<file path="config.mk">
export PLATFORM = sky130hd
export DESIGN_NAME = systolic_mm_ctrl_flat
export DESIGN_NICKNAME = d
export VERILOG_FILES = /design/src/rtl/systolic_mm_ctrl_pkg.sv /design/src/rtl/systolic_mm_ctrl_if.sv /design/src/rtl/systolic_mm_ctrl_skew_line.sv /design/src/rtl/systolic_mm_ctrl.sv /design/src/flat_wrapper.sv
export SDC_FILE = /design/constraint.sdc
export NUM_CORES = 1
export LEC_CHECK = 0
export ABC_AREA = 0
export CORE_MARGIN = 4
export CORE_UTILIZATION = 35
export DETAILED_ROUTE_END_ITERATION = 10
export PLACE_DENSITY = 0.67
export SLEW_MARGIN = 10
export SYNTH_ARGS = -nofsm -noshare
export SYNTH_HDL_FRONTEND = slang
export SYNTH_SLANG_ARGS = --single-unit
</file>
<file path="constraint.sdc">
create_clock -name clk_i -period 5.6 [get_ports clk_i]
set_input_delay 1.12 -clock clk_i [delete_from_list [all_inputs] [get_ports clk_i]]
set_output_delay 1.12 -clock clk_i [all_outputs]
set_load 0.02 [all_outputs]
</file>
<file path="src/rtl/systolic_mm_ctrl_pkg.sv">
// Shared definitions for the systolic matrix-multiply sequencer and the PE array top:
// FSM state encoding, default array geometry and the width helpers.
package systolic_mm_ctrl_pkg;

  typedef enum logic [2:0] {
    ST_IDLE    = 3'd0,
    ST_CLEAR   = 3'd1,
    ST_COMPUTE = 3'd2,
    ST_DONE    = 3'd3,
    ST_HOLD    = 3'd4
  } mm_state_e;

  localparam int DATA_WIDTH_DEF = 8;
  localparam int DIM_DEF        = 4;
  localparam int MAX_K_DEF      = 16;

  // clog2 that never returns 0, so a 1-entry range still gets a 1-bit field
  function automatic int clog2_min1(input int v);
    return (v <= 2) ? 1 : $clog2(v);
  endfunction

  // width able to hold the value max_k itself
  function automatic int k_width(input int max_k);
    return $clog2(max_k + 1);
  endfunction

  // sequencing counter spans 0 .. max_k+2*dim-1
  function automatic int cnt_width(input int max_k, input int dim);
    return clog2_min1(max_k + 2 * dim);
  endfunction

endpackage

</file>
<file path="src/rtl/systolic_mm_ctrl_if.sv">
// Operand buffer read bus: one A column and one B row per cycle, 1-cycle read latency.
interface systolic_mm_ctrl_if
  import systolic_mm_ctrl_pkg::*;
#(
  parameter int DATA_WIDTH = DATA_WIDTH_DEF,
  parameter int DIM        = DIM_DEF,
  parameter int ADDR_W     = clog2_min1(MAX_K_DEF)
);
  logic                           a_rd_en_o;
  logic [ADDR_W-1:0]              a_addr_o;
  logic [DIM-1:0][DATA_WIDTH-1:0] a_rdata_i;
  logic                           b_rd_en_o;
  logic [ADDR_W-1:0]              b_addr_o;
  logic [DIM-1:0][DATA_WIDTH-1:0] b_rdata_i;

  // sequencer side
  modport master (
    output a_rd_en_o, a_addr_o, b_rd_en_o, b_addr_o,
    input  a_rdata_i, b_rdata_i
  );

  // buffer side
  modport slave (
    input  a_rd_en_o, a_addr_o, b_rd_en_o, b_addr_o,
    output a_rdata_i, b_rdata_i
  );
endinterface

</file>
<file path="src/rtl/systolic_mm_ctrl_skew_line.sv">
// Diagonal skew: lane i is delayed by exactly i cycles; lane 0 passes straight through.
// Synchronous clear empties every stage so a new job starts from zeros.
module systolic_mm_ctrl_skew_line
  import systolic_mm_ctrl_pkg::*;
#(
  parameter int DATA_WIDTH = DATA_WIDTH_DEF,
  parameter int LANES      = DIM_DEF
) (
  input  logic                             clk_i,
  input  logic                             rst_i,
  input  logic                             clr_i,
  input  logic [LANES-1:0][DATA_WIDTH-1:0] din,
  output logic [LANES-1:0][DATA_WIDTH-1:0] dout
);

  for (genvar i = 0; i < LANES; i++) begin : g_lane
    if (i == 0) begin : g_pass
      assign dout[i] = din[i];
    end else begin : g_dly
      logic [DATA_WIDTH-1:0] pipe [i];

      // i-deep shift register for this lane
      always_ff @(posedge clk_i) begin
        if (rst_i || clr_i) begin
          for (int n = 0; n < i; n++) pipe[n] <= '0;
        end else begin
          pipe[0] <= din[i];
          for (int n = 1; n < i; n++) pipe[n] <= pipe[n-1];
        end
      end

      assign dout[i] = pipe[i-1];
    end
  end

endmodule

</file>
<file path="src/rtl/systolic_mm_ctrl.sv">
// Sequencer for a DIM x DIM systolic MAC array: streams K operand columns/rows from
// the buffers, skews them diagonally into the array, drives PE start/mode and
// captures the array overflow summary at completion.
module systolic_mm_ctrl
  import systolic_mm_ctrl_pkg::*;
#(
  parameter int DATA_WIDTH = DATA_WIDTH_DEF,
  parameter int DIM        = DIM_DEF,
  parameter int MAX_K      = MAX_K_DEF,
  parameter int K_W        = k_width(MAX_K),
  parameter int ADDR_W     = clog2_min1(MAX_K)
) (
  input  logic                           clk_i,
  input  logic                           rst_i,
  input  logic                           start_i,
  input  logic                           mode_i,
  input  logic [K_W-1:0]                 k_len_i,
  output logic                           busy_o,
  output logic                           done_o,
  output logic                           res_valid_o,
  output logic                           ovf_o,
  systolic_mm_ctrl_if.master             obuf,
  output logic [DIM-1:0][DATA_WIDTH-1:0] a_feed_o,
  output logic [DIM-1:0][DATA_WIDTH-1:0] b_feed_o,
  output logic                           pe_start_o,
  output logic                           pe_mode_o,
  input  logic [DIM*DIM-1:0]             pe_ovf_i
);

  localparam int CNT_W = cnt_width(MAX_K, DIM);

  localparam logic [2:0] S_IDLE    = ST_IDLE;
  localparam logic [2:0] S_CLEAR   = ST_CLEAR;
  localparam logic [2:0] S_COMPUTE = ST_COMPUTE;
  localparam logic [2:0] S_DONE    = ST_DONE;
  localparam logic [2:0] S_HOLD    = ST_HOLD;

  logic [2:0]       state;
  logic [CNT_W-1:0] cnt;
  logic [K_W-1:0]   k_r;
  logic             mode_r;
  logic             ovf_r;
  logic             rd_vld;
  logic             rd_en;
  logic             in_compute;
  logic [K_W-1:0]   k_sat;
  logic [CNT_W-1:0] cnt_last;

  logic [DIM-1:0][DATA_WIDTH-1:0] a_q, b_q, a_sk, b_sk;

  assign k_sat      = (k_len_i > K_W'(MAX_K)) ? K_W'(MAX_K) : k_len_i;
  // last cycle leaves room for the final term to ripple to PE(DIM-1,DIM-1)
  assign cnt_last   = CNT_W'(k_r) + CNT_W'(2 * DIM - 1);
  assign in_compute = (state == S_COMPUTE);
  assign rd_en      = in_compute && (cnt < CNT_W'(k_r));

  // job FSM; start_i only looked at when idle or holding results
  always_ff @(posedge clk_i) begin
    if (rst_i) begin
      state  <= S_IDLE;
      cnt    <= '0;
      k_r    <= '0;
      mode_r <= 1'b0;
      ovf_r  <= 1'b0;
    end else begin
      case (state)
        S_IDLE, S_HOLD: begin
          if (start_i) begin
            state  <= S_CLEAR;
            k_r    <= k_sat;
            mode_r <= mode_i;
          end
        end
        S_CLEAR: begin
          cnt   <= '0;
          state <= (k_r == '0) ? S_DONE : S_COMPUTE;
        end
        S_COMPUTE: begin
          if (cnt == cnt_last) state <= S_DONE;
          else                 cnt   <= cnt + CNT_W'(1);
        end
        S_DONE: begin
          ovf_r <= |pe_ovf_i;
          state <= S_HOLD;
        end
        default: state <= S_IDLE;
      endcase
    end
  end

  // read data arrives one cycle after the strobe; track which cycles carry real data
  always_ff @(posedge clk_i) begin
    if (rst_i) rd_vld <= 1'b0;
    else       rd_vld <= rd_en;
  end

  assign obuf.a_rd_en_o = rd_en;
  assign obuf.b_rd_en_o = rd_en;
  assign obuf.a_addr_o  = rd_en ? ADDR_W'(cnt) : '0;
  assign obuf.b_addr_o  = rd_en ? ADDR_W'(cnt) : '0;

  // stale buffer output must not leak into the array
  assign a_q = rd_vld ? obuf.a_rdata_i : '0;
  assign b_q = rd_vld ? obuf.b_rdata_i : '0;

  systolic_mm_ctrl_skew_line #(.DATA_WIDTH(DATA_WIDTH), .LANES(DIM)) u_skew_a (
    .clk_i (clk_i),
    .rst_i (rst_i),
    .clr_i (state == S_CLEAR),
    .din   (a_q),
    .dout  (a_sk)
  );

  systolic_mm_ctrl_skew_line #(.DATA_WIDTH(DATA_WIDTH), .LANES(DIM)) u_skew_b (
    .clk_i (clk_i),
    .rst_i (rst_i),
    .clr_i (state == S_CLEAR),
    .din   (b_q),
    .dout  (b_sk)
  );

  assign a_feed_o    = in_compute ? a_sk : '0;
  assign b_feed_o    = in_compute ? b_sk : '0;
  assign busy_o      = (state == S_CLEAR) || in_compute || (state == S_DONE);
  assign done_o      = (state == S_DONE);
  assign res_valid_o = (state == S_HOLD);
  // low in IDLE and CLEAR: that is what clears the accumulators
  assign pe_start_o  = in_compute || (state == S_DONE) || (state == S_HOLD);
  assign pe_mode_o   = (state != S_IDLE) && mode_r;
  assign ovf_o       = ovf_r;

endmodule

</file>
<file path="src/flat_wrapper.sv">
// flat-port wrapper written by rule: the top's interface ports become plain ports
module systolic_mm_ctrl_flat import systolic_mm_ctrl_pkg::*;
#(
  parameter int DATA_WIDTH = DATA_WIDTH_DEF,
  parameter int DIM        = DIM_DEF,
  parameter int MAX_K      = MAX_K_DEF,
  parameter int K_W        = k_width(MAX_K),
  parameter int ADDR_W     = clog2_min1(MAX_K)
)
  (clk_i, rst_i, start_i, mode_i, k_len_i, busy_o, done_o, res_valid_o, ovf_o, a_feed_o, b_feed_o, pe_start_o, pe_mode_o, pe_ovf_i, obuf_a_rd_en_o, obuf_a_addr_o, obuf_b_rd_en_o, obuf_b_addr_o, obuf_a_rdata_i, obuf_b_rdata_i);
  systolic_mm_ctrl_if #(.DATA_WIDTH(DATA_WIDTH), .DIM(DIM), .ADDR_W(ADDR_W)) obuf_i ();
  input  logic clk_i;
  input  logic rst_i;
  input  logic start_i;
  input  logic mode_i;
  input  logic [K_W-1:0] k_len_i;
  output logic busy_o;
  output logic done_o;
  output logic res_valid_o;
  output logic ovf_o;
  output logic [DIM-1:0][DATA_WIDTH-1:0] a_feed_o;
  output logic [DIM-1:0][DATA_WIDTH-1:0] b_feed_o;
  output logic pe_start_o;
  output logic pe_mode_o;
  input  logic [DIM*DIM-1:0] pe_ovf_i;
  output wire logic [$bits(obuf_i.a_rd_en_o)-1:0] obuf_a_rd_en_o;
  output wire logic [$bits(obuf_i.a_addr_o)-1:0] obuf_a_addr_o;
  output wire logic [$bits(obuf_i.b_rd_en_o)-1:0] obuf_b_rd_en_o;
  output wire logic [$bits(obuf_i.b_addr_o)-1:0] obuf_b_addr_o;
  input wire logic [$bits(obuf_i.a_rdata_i)-1:0] obuf_a_rdata_i;
  input wire logic [$bits(obuf_i.b_rdata_i)-1:0] obuf_b_rdata_i;
  assign obuf_a_rd_en_o = obuf_i.a_rd_en_o;
  assign obuf_a_addr_o = obuf_i.a_addr_o;
  assign obuf_b_rd_en_o = obuf_i.b_rd_en_o;
  assign obuf_b_addr_o = obuf_i.b_addr_o;
  assign obuf_i.a_rdata_i = obuf_a_rdata_i;
  assign obuf_i.b_rdata_i = obuf_b_rdata_i;
  systolic_mm_ctrl #(.DATA_WIDTH(DATA_WIDTH), .DIM(DIM), .MAX_K(MAX_K), .K_W(K_W), .ADDR_W(ADDR_W)) u_core (.clk_i(clk_i), .rst_i(rst_i), .start_i(start_i), .mode_i(mode_i), .k_len_i(k_len_i), .busy_o(busy_o), .done_o(done_o), .res_valid_o(res_valid_o), .ovf_o(ovf_o), .obuf(obuf_i), .a_feed_o(a_feed_o), .b_feed_o(b_feed_o), .pe_start_o(pe_start_o), .pe_mode_o(pe_mode_o), .pe_ovf_i(pe_ovf_i));
endmodule
</file>
### Wires at chosen ports, followed through buffers, run 1

(3 px per µm)
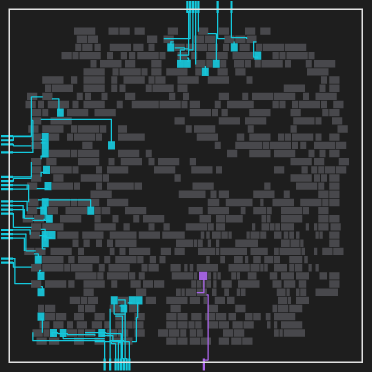
Purple shows `pe_mode_o`, bits 1, direction output, end cells 1, buffers 1, wire 30.8 µm. Cyan shows `obuf_a_rdata_i`, bits 32, direction input, end cells 32, buffers 32, wire 648 µm.

### Placement view, run 1

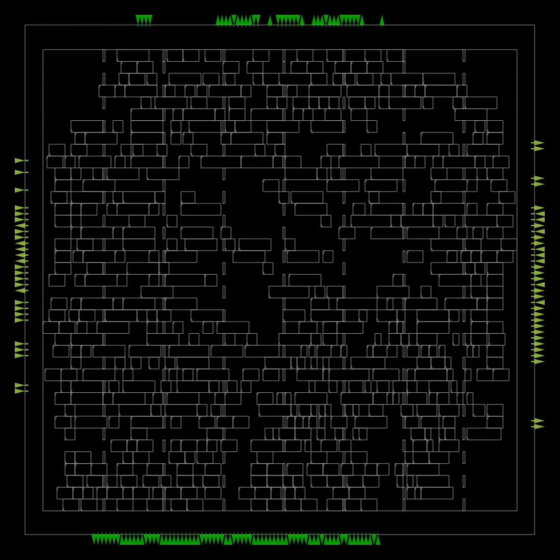
Core Util, Final: 0.533
flop count: 112
Fillers: 1,095
Seq/total area: 0.364

### M1 wires, run 1

(4 px per µm) Supply wires on this layer in gray.
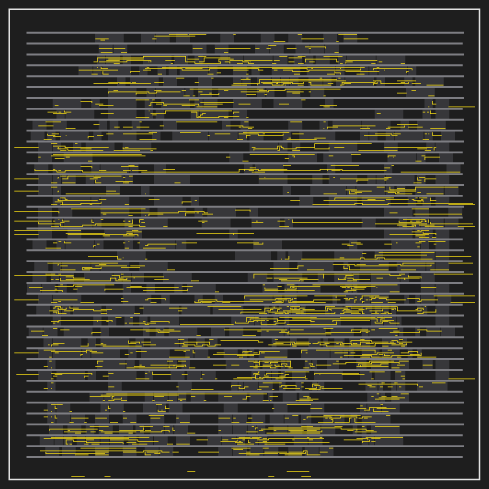
The layer holds 44% of the routed length. The layer carries 4,480 µm of wire. 603 nets have wire on it. The wires run mostly horizontal.

### Placement density heat map, run 1

(3 px per µm) The die is cut into 12 by 12 equal tiles; dark blue is low, red is high, 0 to 100% covered.
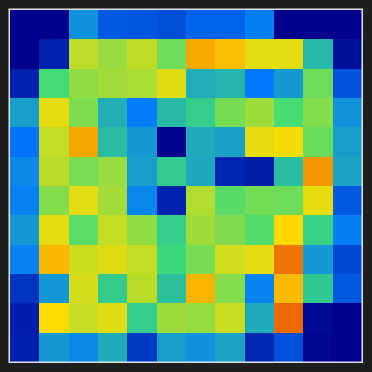
The fullest tile reaches 88%. 6.9% of the tiles are over 75% full. 6.9% of the tiles are nearly empty. The mean over all tiles is 44%.

==> results.yml, run 1 <==
# yosys + openroad results
flow_run:
  drv_cap: 0
  warnings: 26
pwr:
  p_switching_uw: 523
  p_per_area_mw_per_mm2: 289
  swShare: 0.294
  p_total_mw: 1.78
run_status:
  status: "completed"
clocking:
  post_cts_resized: 0
  post_cts.repair.setup_buffers: 0
  cts_tree: "done"
  numClockSinks: 112
  clockRootBuffer: "clkbuf_16"
  clockBufferDepth: 2
  hold_buffers: 0
  cts_buffers: 9
setup_path:
  crit_required_ns: 4.48
  critical_path_class: "flop to output pin"
  cp-end-kind: "output pin"
  startpoint_type: "flop"
synth:
  ys_seq_share: 0.537
  synth_cell_types: 41
  yosysCellCount: 427
  flop_cell: "dfxtp_1"
  syn_area_per_cell_um2: 9.77
  yosysWarnings: 0
  ys_chip_area_mm2: 0.00417
cells_and_area:
  nNetsFinal: 666
  ff_latch_area_mm2: 0.00224
  syn_to_final_growth_pct: 47.6
  drive_gt1_frac: 0.0505
  clkCellAreaFrac: 0.0459
  comb_area_frac: 0.276
grt:
  grtUsageMet3: 0.0216
  use_met1: 0.182
  grt_pass1_wl_um: 15800
sta:
  final_hold_viol_count: 0
  fin_ws_ns: 1.64
  fmax_mhz: 253
  max_slew_margin: 0.384
  tightest_slew_ns: 0.921
  setup_violations: 0
detailed_routing:
  vias: 3325
placed_design:
  io_buffers: 168
min_path:
  hold_class: "flop to flop"
floorplanning:
  pin_count: 169
-- run 1: cell families after synthesis --
family | after synthesis | synth area share
simple gates | 223 | 0.324
flops | 112 | 0.537
buf+inv | 53 | 0.0594
compound gates | 26 | 0.0462
xor+xnor | 6 | 0.0126
fa+ha+maj | 7 | 0.0210
-- run 1: cells in the mapped netlist (4+ instances only) --
| cell | n | area [µm²] |
|---|---|---|
| ha_1 | 7 | 87.6 |
| dfxtp_1 | 112 | 2240 |
| clkbuf_1 | 29 | 109 |
| buf_4 | 5 | 37.5 |
| nor2_1 | 22 | 82.6 |
| nor3b_1 | 5 | 37.5 |
| a21oi_1 | 9 | 45.0 |
| nand3_1 | 6 | 30.0 |
| and3_1 | 113 | 707 |
| inv_1 | 15 | 56.3 |
| o21ai_0 | 4 | 20.0 |
| and2_1 | 48 | 300 |
| nor4_1 | 4 | 25.0 |
| nand2_1 | 8 | 30.0 |
-- run 1: path summary, 6_finish.rpt --
| check | start | to | slack (ns) | depth (start not counted) |
|---|---|---|---|---|
| max | u_core.state[2] | obuf_a_addr_o[2] | 1.64 | 6 |
| min | u_core.u_skew_b.g_lane[3].g_dly.pipe[0][3] | u_core.u_skew_b.g_lane[3].g_dly.pipe[0][11] | 0.42 | 1 |
| min reg2reg | u_core.u_skew_b.g_lane[3].g_dly.pipe[0][3] | u_core.u_skew_b.g_lane[3].g_dly.pipe[0][11] | 0.42 | 1 |
| max reg2reg | u_core.state[1] | u_core.u_skew_b.g_lane[3].g_dly.pipe[0][6] | 3.11 | 4 |
-- run 1: per-layer routing --
layer / up-vias / routed length, µm
met5: - / 0
met1: 1500 / 4480
li1: 1727 / -
met4: 0 / 145
met2: 88 / 5070
met3: 10 / 446
-- run 1: power by group through the flow --
stage / Clock, mW / Sequential [mW] / Combinational [mW]
6_report: 0.602 / 0.859 / 0.318
5_1_grt: 0.653 / 0.867 / 0.354
4_1_cts: 0.617 / 0.861 / 0.321
3_5_place_dp: 0 / 0.879 / 0.320
3_3_place_gp: 0 / 0.877 / 0.314
2_1_floorplan: 0 / 0.848 / 0.218
-- run 1: critical path: stages, from the launching register on --
cell             delay [ns]
dfxtp_1                0.46
nor2_4                 0.79
nand2_1                0.20
nor2_1                 0.14
nand2_1                0.13
nor2_1                 0.15
clkdlybuf4s50_1        0.62
-- run 1: cells in the final DEF, fill, tap and decap left out, types with 3 or more instances in the layout --
cell type | synthesis | layout
and2_1 | 48 | 48
ha_1 | 7 | 7
nor2_1 | 22 | 21
clkdlybuf4s50_1 | 0 | 168
inv_1 | 15 | 15
nor3b_1 | 5 | 5
nand3_1 | 6 | 6
dfxtp_1 | 112 | 110
a21oi_1 | 9 | 8
nor2b_1 | 3 | 3
xnor2_1 | 3 | 3
nor3_1 | 3 | 3
nor4_1 | 4 | 4
and3_1 | 113 | 113
clkbuf_16 | 0 | 9
o21ai_0 | 4 | 4
nand2_1 | 8 | 8
xor2_1 | 3 | 3
-- run 1: stage by stage --
stage,hold WS (ns),util
after floorplan,0.406,-
after global placement,0.409,0.508
after detailed placement,0.410,0.508
after CTS,0.426,0.533
after global routing,0.439,0.533
final,0.423,0.533
==> run 2, diff against run 1 <==
==> constraint.sdc (replaced) <==
create_clock -name clk_i -period 4.1 [get_ports clk_i]
set_input_delay 0.82 -clock clk_i [delete_from_list [all_inputs] [get_ports clk_i]]
set_output_delay 0.82 -clock clk_i [all_outputs]
set_load 0.02 [all_outputs]
### M1 wires, run 2

(4 px per µm) Supply wires on this layer in gray.
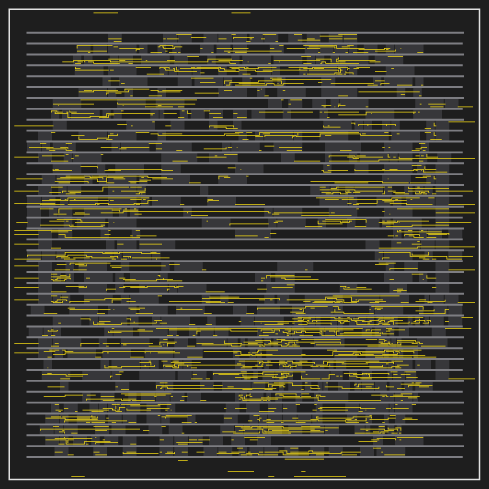
The layer holds 46% of the routed length. 606 nets have wire on it. The layer carries 4,720 µm of wire. The wires run mostly horizontal. The longest straight run is 51.5 µm.
Routed WL: 10,300 µm
via count: 3,378
M1 GR Usage: 0.188

==> run 2 against run 1 <==
Effect of this change: clock skew shrank 0.0072 ns; flip-flop count is the same; sequential share of layout area shrank 0.15 points; worst hold slack lost 0.0021 ns; worst setup slack lost 0.99 ns; global-route usage grew 0.12 points; clock power grew 39%; sequential power grew 33%; critical endpoint is now obuf_b_addr_o[1]; core utilization grew 0.22 points; combinational power grew about 50%; critical path depth grew 3.
==> results.yml, run 2 <==
# yosys + openroad results
pwr:
  p_switching_uw: 687
cells_and_area:
  nNetsFinal: 668
  lay_top_count: "clkdlybuf4s50_1"
  syn_to_final_growth_pct: 48.2
  fillers: 1063
run_status:
  status: "completed"
sta:
  tightest_slew_ns: 0.790
  final_hold_viol_count: 0
clocking:
  clockBufferDepth: 2
  numClockSinks: 112
  clockRootBuffer: "clkbuf_16"
  post_cts.repair.setup_buffers: 0
synth:
  synth_area_leader_cell: "dfxtp_1"
  netlist_top_cells_area: "dfxtp_1, and3_1, and2_1"
  xor_area_frac: 0.0126
  mux_share: 0
  synth_adder_area_share: 0.0210
  ys_seq_share: 0.537
setup_path:
  cp-end-kind: "output pin"
floorplanning:
  pin_count: 169
[run 2: cell count changes in the layout (fill, tap and decap cells not counted), sizes merged]
| cell | change |
|---|---|
| clkinv | -2 |
| clkbuf | +4 |
| clkinvlp | -1 |
| buf | +2 |
[run 2: worst paths after layout]
| check | cells after the start | slack, ns | end | from |
|---|---|---|---|---|
| setup / recovery | 9 | 0.66 | obuf_b_addr_o[1] | u_core.k_r[1] |
| hold / removal | 1 | 0.42 | u_core.u_skew_b.g_lane[3].g_dly.pipe[0][12] | u_core.u_skew_b.g_lane[3].g_dly.pipe[0][4] |
| setup reg to reg | 8 | 2.13 | u_core.cnt[3] | u_core.k_r[0] |
| hold reg to reg | 1 | 0.42 | u_core.u_skew_b.g_lane[3].g_dly.pipe[0][12] | u_core.u_skew_b.g_lane[3].g_dly.pipe[0][4] |
[run 2: cells by family after synthesis]
| group | count (synthesis) |
|---|---|
| AOI/OAI and AO/OA | 26 |
| xor gates and xnor gates | 6 |
| adders and majority gates | 7 |
| buffers and inverters | 53 |
| DFF | 112 |
| and+or+nand+nor | 223 |
[run 2: through the flow]
step	util	setup WS [ns]	instance area [µm²]	power, mW	instances
6_report	0.535	0.657	6190	2.46	720
5_1_grt	0.535	0.422	6190	2.58	720
4_1_cts	0.535	0.631	6190	2.50	720
3_5_place_dp	0.510	1.01	5890	1.65	704
3_3_place_gp	0.510	1.10	5890	1.64	704
2_1_floorplan	-	1.38	4170	1.46	427
[run 2: final cells by class]
class,count,area share
Clock inverter,3,0.00364
Clock buffer,13,0.0437
Sequential cell,112,0.363
Timing Repair Buffer,172,0.277
Multi-Input combinational cell,262,0.275
Inverter,15,0.00910
Tap cell,143,0.0289
[run 2: power by group through the flow]
stage | logic [mW] | clock network (mW) | registers [mW]
after floorplan | 0.298 | 0 | 1.16
after global placement | 0.471 | 0 | 1.17
after detailed placement | 0.481 | 0 | 1.17
after CTS | 0.484 | 0.869 | 1.14
after global routing | 0.533 | 0.901 | 1.15
final | 0.477 | 0.835 | 1.14
[run 2: worst max-delay path, cell delays in order, from the launching register on]
cell and delay [ns]:
dfxtp_1 0.37, inv_1 0.07, ha_1 0.28, nor2b_1 0.13, o21a_1 0.17, o21a_1 0.17, o21ai_0 0.14, nand2_1 0.15
nor2_1 0.17, clkdlybuf4s50_1 0.63
[run 2: metal layers]
metal,GRT usage,wire [µm],up-vias
met1,0.188,4720,1555
met2,0.243,4970,85
li1,-,-,1724
met5,0,0,-
met4,0.0612,195,0
met3,0.0262,366,14
==> run 3, diff against run 2 <==
--- a/config.mk
+++ b/config.mk
@@ -9,7 +9,7 @@
 export CORE_MARGIN = 4
 export CORE_UTILIZATION = 35
 export DETAILED_ROUTE_END_ITERATION = 10
-export PLACE_DENSITY = 0.67
+export PLACE_DENSITY = 0.7
 export SLEW_MARGIN = 10
 export SYNTH_ARGS = -nofsm -noshare
 export SYNTH_HDL_FRONTEND = slang
==> constraint.sdc (replaced) <==
create_clock -name clk_i -period 3.14 [get_ports clk_i]
set_input_delay 0.628 -clock clk_i [delete_from_list [all_inputs] [get_ports clk_i]]
set_output_delay 0.628 -clock clk_i [all_outputs]
set_load 0.02 [all_outputs]
### Wires at chosen ports, followed through buffers, run 3

(3 px per µm)
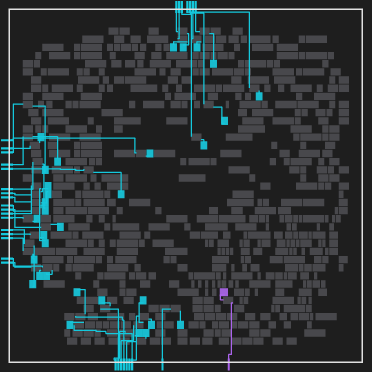
Cyan shows `obuf_a_rdata_i`, bits 32, direction input, end cells 32, buffers 32, wire 766 µm. Purple shows `pe_mode_o`, bits 1, direction output, end cells 1, buffers 1, wire 24.6 µm.
Port Buf Inserts: 168
num ports: 169

==> run 3 against run 2 <==
Effect of this change: die size stayed put; clock skew is 0.0039 ns higher; core utilization is 0.14 points lower; final cell count stayed put; clock power is 27% higher; first-iteration DRC count is 28% higher; synthesized area stayed put; combinational power is 35% higher; synthesized cell count stayed put; global-route usage is 0.21 points lower; flip-flop count stayed put.
==> results.yml, run 3 <==
# yosys + openroad results
flow_run:
  warnings: 27
  drv_cap: 0
cells_and_area:
  drive_gt1_frac: 0.0589
  nNetsFinal: 668
  syn_to_final_growth_pct: 47.9
  final_util: 0.533
  ff_latch_area_mm2: 0.00224
synth:
  synth_area_leader_cell: "dfxtp_1"
  synth_dominant_cell_count: "and3_1"
  top_cells_by_count: "and3_1, dfxtp_1, and2_1"
  ys_seq_share: 0.537
  synth_top_area_share: 0.537
  netlist_top_cells_area: "dfxtp_1, and3_1, and2_1"
clocking:
  cts_tree: "done"
  cts_buffers: 9
  post_cts.repair.setup_buffers: 0
  numClockSinks: 112
setup_path:
  startpoint_type: "flop"
  cp-end-kind: "output pin"
  critical_path_class: "flop to output pin"
sta:
  fin_ws_ns: 0.207
  tightest_slew_ns: 0.743
  max_slew_margin: 0.503
run_status:
  status: "completed"
pwr:
  p_switching_uw: 922
  p_per_area_mw_per_mm2: 518
  swShare: 0.288
detailed_routing:
  vias: 3374
grt:
  grt_pass1_wl_um: 15900
==> run 3: netlist changes by cell type in the layout (fill, tap and decap cells not counted), sizes merged <==
cell,before,now
clkinv,2,1
clkbuf,13,15
dlygate4sd2,0,6
inv,16,19
clkdlybuf4s50,168,158
==> run 3: power by group through the flow <==
stage                     Combinational, mW  Clock, mW  Sequential, mW
after global placement                0.639          0            1.52
final                                 0.644       1.06            1.49
after CTS                             0.655       1.10            1.49
after detailed placement              0.653          0            1.53
after global routing                  0.713       1.16            1.50
after floorplan                       0.389          0            1.51
==> run 3: layer usage <==
layer  routed length (µm)  vias up  share of wire  global-route usage
met4                   27        0         0.0027              0.0375
li1                     -     1726              -                   -
met3                  488        2          0.049              0.0314
met2                 5170       83           0.52               0.254
met5                    0        -              0                   0
met1                 4350     1563           0.43               0.179
==> run 3: area by class of cell <==
class / instances / area share
inverters: 15 / 0.00913
flip-flops and latches: 112 / 0.364
repair buffers: 172 / 0.277
multi-input cells: 262 / 0.276
clock inverters: 5 / 0.00750
clock buffers: 11 / 0.0377
well taps: 143 / 0.0290
==> run 3: kinds of logic after synthesis <==
logic type      share of synthesized area
simple gates                        0.324
flops                               0.537
buf+inv                            0.0594
compound gates                     0.0462
fa+ha+maj                          0.0210
xor+xnor                           0.0126
==> run 3: final timing paths <==
kind,endpoint,startpoint,depth (start not counted),slack [ns]
setup / recovery,obuf_a_addr_o[3],u_core.k_r[1],9,0.21
setup reg to reg,u_core.cnt[3],u_core.k_r[0],8,1.12
hold reg to reg,u_core.u_skew_b.g_lane[3].g_dly.pipe[0][22],u_core.u_skew_b.g_lane[3].g_dly.pipe[0][14],1,0.42
hold / removal,u_core.u_skew_b.g_lane[3].g_dly.pipe[0][22],u_core.u_skew_b.g_lane[3].g_dly.pipe[0][14],1,0.42
==> run 3: worst max-delay path: stages (launching register included) <==
cell           delay (ns)
dfxtp_1              0.38
inv_1                0.08
ha_1                 0.28
nor2b_1              0.13
o21a_1               0.16
o21a_1               0.15
o21ai_0              0.14
nand2_1              0.16
nor2_1               0.14
dlygate4sd2_1        0.35
==> run 3: metrics by stage <==
step,cell area (µm²),cells,TNS (ns)
final,6170,720,0
after global routing,6170,720,-0.00328
after CTS,6180,720,0
after detailed placement,5920,704,0
after global placement,5920,704,0
after floorplan,4170,427,0
==> run 3: what timing repair did <==
action / CTS / global route
endpoints found under the setup margin: 10 / 5
pin swaps: 0 / 0
gates resized: 10 / 8
Power and IR drop assume default switching activity.
